### Pin map

Pins as bars across the die edge, other pins in grey.
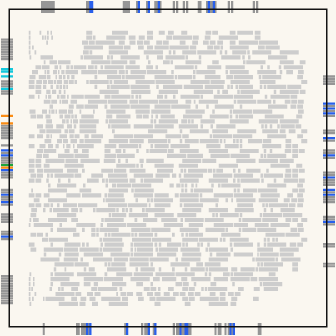
### Routing congestion

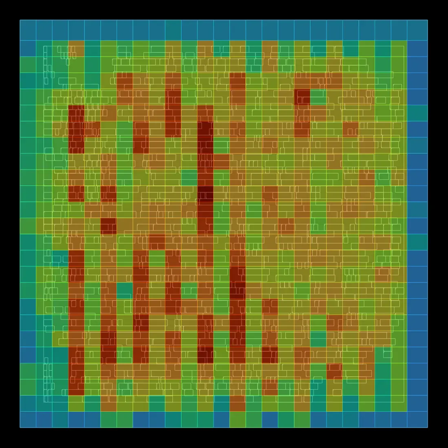
### Metal 3

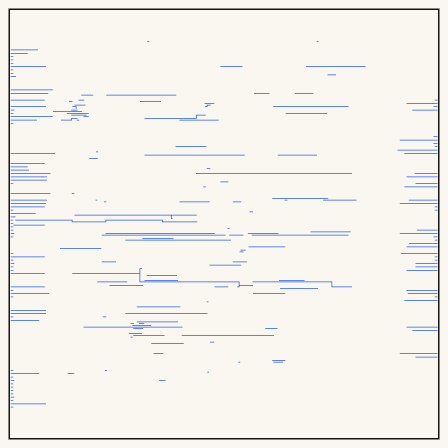
### Sequential cells grouped by signal name

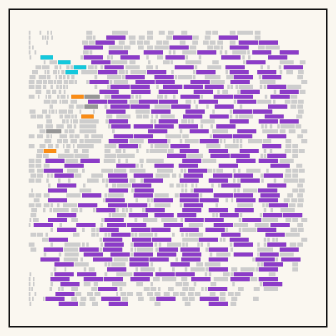
`src/rtl/ras_ckpt.sv`:
```
// ras_ckpt: return address stack with checkpoint/restore; RAS_STATS_EN adds overflow/underflow counters
module ras_ckpt #(
    parameter int XLEN = 32,
    parameter int DEPTH = 8,
    localparam int PTR_W = $clog2(DEPTH),
    localparam int CNT_W = PTR_W + 1
) (
    input  logic             clk,
    input  logic             reset,
    input  logic             flush,
    input  logic             push_en,
    input  logic [XLEN-1:0]  push_addr,
    input  logic             pop_en,
    input  logic             restore_en,
    input  logic [PTR_W-1:0] restore_ptr,
    input  logic [CNT_W-1:0] restore_cnt,
    input  logic [XLEN-1:0]  restore_top,
    output logic [XLEN-1:0]  top_addr,
    output logic             valid,
    output logic [PTR_W-1:0] ckpt_ptr,
    output logic [CNT_W-1:0] ckpt_cnt,
    output logic [XLEN-1:0]  ckpt_top,
    output logic [15:0]      stat_ovf_cnt,
    output logic [15:0]      stat_udf_cnt
);
    localparam logic [CNT_W-1:0] FULL = CNT_W'(DEPTH);

    logic [XLEN-1:0]  stack [DEPTH];
    logic [PTR_W-1:0] tos, tos_nxt, wr_idx;
    logic [CNT_W-1:0] count, cnt_nxt;
    logic [XLEN-1:0]  wr_data;
    logic             wr_en, push_only, pop_only, both, empty, full;

    assign push_only = push_en & ~pop_en;
    assign pop_only  = pop_en & ~push_en;
    assign both      = push_en & pop_en;
    assign empty     = count == '0;
    assign full      = count == FULL;

    assign top_addr = stack[tos];
    assign ckpt_top = top_addr;
    assign ckpt_ptr = tos;
    assign ckpt_cnt = count;
    assign valid    = ~empty;

    // next pointer/count and the single entry write, in priority flush > restore > push/pop
    always_comb begin
        tos_nxt = tos;
        cnt_nxt = count;
        wr_en   = 1'b0;
        wr_idx  = tos;
        wr_data = push_addr;
        if (flush) begin
            tos_nxt = '0;
            cnt_nxt = '0;
        end else if (restore_en) begin
            tos_nxt = restore_ptr;
            cnt_nxt = restore_cnt > FULL ? FULL : restore_cnt;
            wr_en   = 1'b1;
            wr_idx  = restore_ptr;
            wr_data = restore_top;
        end else if (push_only) begin
            tos_nxt = tos + 1'b1;
            cnt_nxt = full ? count : count + 1'b1;
            wr_en   = 1'b1;
            wr_idx  = tos + 1'b1;
        end else if (pop_only && !empty) begin
            tos_nxt = tos - 1'b1;
            cnt_nxt = count - 1'b1;
        end else if (both) begin
            wr_en   = 1'b1;
            cnt_nxt = empty ? CNT_W'(1) : count;
        end
    end

    // stack state register; reset clears every entry
    always_ff @(posedge clk) begin
        if (reset) begin
            tos   <= '0;
            count <= '0;
            for (int i = 0; i < DEPTH; i++) stack[i] <= '0;
        end else begin
            tos   <= tos_nxt;
            count <= cnt_nxt;
            if (wr_en) stack[wr_idx] <= wr_data;
        end
    end

`ifdef RAS_STATS_EN
    logic        ovf_ev, udf_ev;
    logic [15:0] ovf_q, udf_q;

    assign ovf_ev = ~flush & ~restore_en & push_only & full;
    assign udf_ev = ~flush & ~restore_en & pop_only & empty;
    assign stat_ovf_cnt = ovf_q;
    assign stat_udf_cnt = udf_q;

    // saturating event counters, cleared only by reset
    always_ff @(posedge clk) begin
        if (reset) begin
            ovf_q <= '0;
            udf_q <= '0;
        end else begin
            if (ovf_ev && ovf_q != 16'hFFFF) ovf_q <= ovf_q + 1'b1;
            if (udf_ev && udf_q != 16'hFFFF) udf_q <= udf_q + 1'b1;
        end
    end
`else
    assign stat_ovf_cnt = '0;
    assign stat_udf_cnt = '0;
`endif
endmodule
```
`config.mk`:
```
export PLATFORM = sky130hd
export DESIGN_NAME = ras_ckpt
export DESIGN_NICKNAME = d
export VERILOG_FILES = /design/src/rtl/ras_ckpt.sv
export SDC_FILE = /design/constraint.sdc
export NUM_CORES = 1
export LEC_CHECK = 0
export CAP_MARGIN = 20
export CORE_MARGIN = 10
export CORE_UTILIZATION = 55
export DETAILED_ROUTE_END_ITERATION = 10
export PLACE_DENSITY_LB_ADDON = 0.05
export SETUP_SLACK_MARGIN = 0.4
export SLEW_MARGIN = 20
export SYNTH_ARGS = -nofsm -noshare
export SYNTH_HDL_FRONTEND = slang
export SYNTH_SLANG_ARGS = --single-unit
```
`constraint.sdc`:
```
create_clock -name clk -period 9 [get_ports clk]
set_clock_uncertainty 0.2 [all_clocks]
set_input_delay 1.8 -clock clk [delete_from_list [all_inputs] [get_ports clk]]
set_output_delay 1.8 -clock clk [all_outputs]
set_load 0.005 [all_outputs]
```
==> flow_summary.toml <==
# flow metrics
[power]
power.leakage_nw = 4.92
p_int_w = 0.00221
switchingPower_w = 0.000684
power_w = 0.00290
combPwrFrac_pct = 13.3
powerClk_w = 0.00107
clockPowerShare_pct = 36.9
power_density_mw_per_mm2 = 189
power.group.top = "registers"
powerComb_w = 0.000385
ir_worst_vdd_mv = 0.102
power.share.switching_pct = 23.6
pwr-share-seq_pct = 49.8

[cts]
post_cts_resized = 0
hold_buffers = 0
root_buffer = "clkbuf_16"
cts_sinks = 266
cts_tree = "yes"
htree_levels = 1
clock_latency_ns = 0.52
path_clk_slew_ns = 0.06
ctsLongestPathBuffers = 3
cts_made_buffers = 27
postCtsSetupBuffers = 0

[yosys]
syn_inst = 903
synthTopCellsByArea = "edfxtp_1 (59%), mux4_2 (11%), nor3_1 (9.4%), buf_4 (3.8%), mux2_2 (2.8%)"
avgSynthCellArea_um2 = 14.5
topCombFamilyByArea = "multiplexers"
top_cells_by_count = "edfxtp_1 (256), nor3_1 (247), buf_4 (66), mux4_2 (64), buf_2 (41)"
ys_types = 61
synth-simple-area-share_pct = 12.1
top_cell_area_share_pct = 58.7
ys_chip_area_mm2 = 0.0131
ys_cells = 903
ys_sh_aoi_pct = 2.63
ff_type = "edfxtp_1"
yosysWarnings = 0
ys_seq_share_pct = 60.2
top_cell = "edfxtp_1"
synth_flops = 266
async_flop_share_pct = 0
synthXorXnorAreaFrac_pct = 0.200
top_area_cell = "edfxtp_1"
synthesis.area_mm2 = 0.0131
edf_count = 256

[final_layout]
flops = 266
bufAreaShareNonClock_pct = 11.0
largest_class = "flip-flops and latches"
clock_buffers = 38
largest_reg_flops = 256
regMostFlops = "stack"
nNonClkInverters = 9
clock_cell_area_share_pct = 5.45
insertedDiodeCount = 0
comb_share_pct = 29.1
layout_top_cells = "edfxtp_1 (256), nor3_1 (247), clkdlybuf4s50_1 (148)"
syn_to_final_growth_pct = 16.8
multi_input_comb_cells = 509
design_area_mm2 = 0.0153
fin_nets = 1060
nNonClkBuffers = 165
final_cell_count_no_fill = 1317
comb_area_mm2 = 0.00446
drive_gt1_share_pct = 19.1
fillerInstances = 1739

[global_route]
grt_antenna_before_repair = 1
grt_max_degree = 75
grt_pass1_vias = 8678
gr-total-overflow = 0
grt_pass1_wl_mm = 50.0
met1_usage_pct = 26.2
gr-usage-all-layers_pct = 20.6
gr-usage-met2_pct = 35.6
use_met3_pct = 4.29

[critical_path]
reg2reg_to = "stack[1][18]"
crit_path_start_kind = "register"
crit_path_top_delay_cell = "buf_4"
reg2reg_depth = 7
r2r_start = "ckpt_ptr[0]"
cp-end-kind = "output port"
cp-endpoint = "top_addr[0]"
arrival_ns = 3.40
cp_top_family = "buffers and inverters"
path_depth = 4
crit_buf_inv = 2
path_cells = "buf_4 -> mux4_2 -> mux2_2 -> clkdlybuf4s50_1"
cp_max_fo = 48
r2r_setup_slack_ns = 5.07
cp.required_ns = 7.00
max_stage_delay_ns = 0.85
path_class = "reg2out"

[routing]
drt-total-wl_mm = 31.7
wl_met2_mm = 16.4
firstDrtPassIters = 6
wl_met1_mm = 12.8
drt_iter0_drc = 615
routed_via_density = 6.10
ant_nets = 0
vias = 8029
maxUsedRoutingLayer = "met5"
drc = 0

[outcome]
status = "finished, final reports clean"

[die]
io-pin-count = 181
core_area_mm2 = 0.0235
die_x_um = 174
row_count = 56
initial_core_util_pct = 55.8
dieArea_mm2 = 0.0304
tap_cells = 319
die_h_um = 174

[final_timing]
setup_tns_ns = 0
tightest_slew_ns = 1.08
rsz0062_at_grt = "false"
setup_ws_ns = 3.60
layout_min_cycle_time_ns = 5.40
report.final.slew_viol_count = 0
setup_viol = 0
slew_headroom_pct = 27.8
whs_ns = 0.388
hold_viol_final = 0
fmax_mhz = 185
finalCritPeriodShare_pct = 60.1

[hold_path]
min_to = "ckpt_cnt[2]"
holdPathStages = 2
min-delay-start = "ckpt_cnt[2]"
hold_class = "reg2reg"

[placement]
place_hpwl_mm = 18.8
place_inst = 1266
placedInstanceArea_mm2 = 0.0144
gp_congestion = 0.854
port_buffers = 148
dp_slack_ns = 3.09

[job]
cap_viol_max_count = 0
warnings = 29
Notes on 'Pin map' above:
legend:
  ckpt_cnt:
    colour: cyan
    pins: 4
    direction: output
    edge: west
  ckpt_ptr:
    colour: orange
    pins: 3
    direction: output
    edge: west
  flush:
    colour: green
    pins: 1
    direction: input
    edge: west
  restore_top:
    colour: blue
    pins: 32
    direction: input
    edge: 10 south, 9 east, 7 north, 6 west
all pins by edge: 66 west, 40 north, 38 east, 37 south

Notes on 'Routing congestion' above:
drt wl/cell: 24.1 um
Top Usage Layer GRT: met2

Notes on 'Metal 3' above:
nets with wire on the layer: 155
share of all routed wire: 6.4%

Notes on 'Sequential cells grouped by signal name' above:
legend:
  ckpt_ptr:
    colour: orange
    placed_flops: 3
  ckpt_cnt:
    colour: cyan
    placed_flops: 4
    where: north-west
  stack:
    colour: purple
    placed_flops: 256
not coloured: 3
Reg area: 0.00790 mm^2
fraction of area in registers: 51.6%
Final Core Density: 65.2%
Seq group: 0.00144 W

Power is estimated from default activity; no workload was simulated.
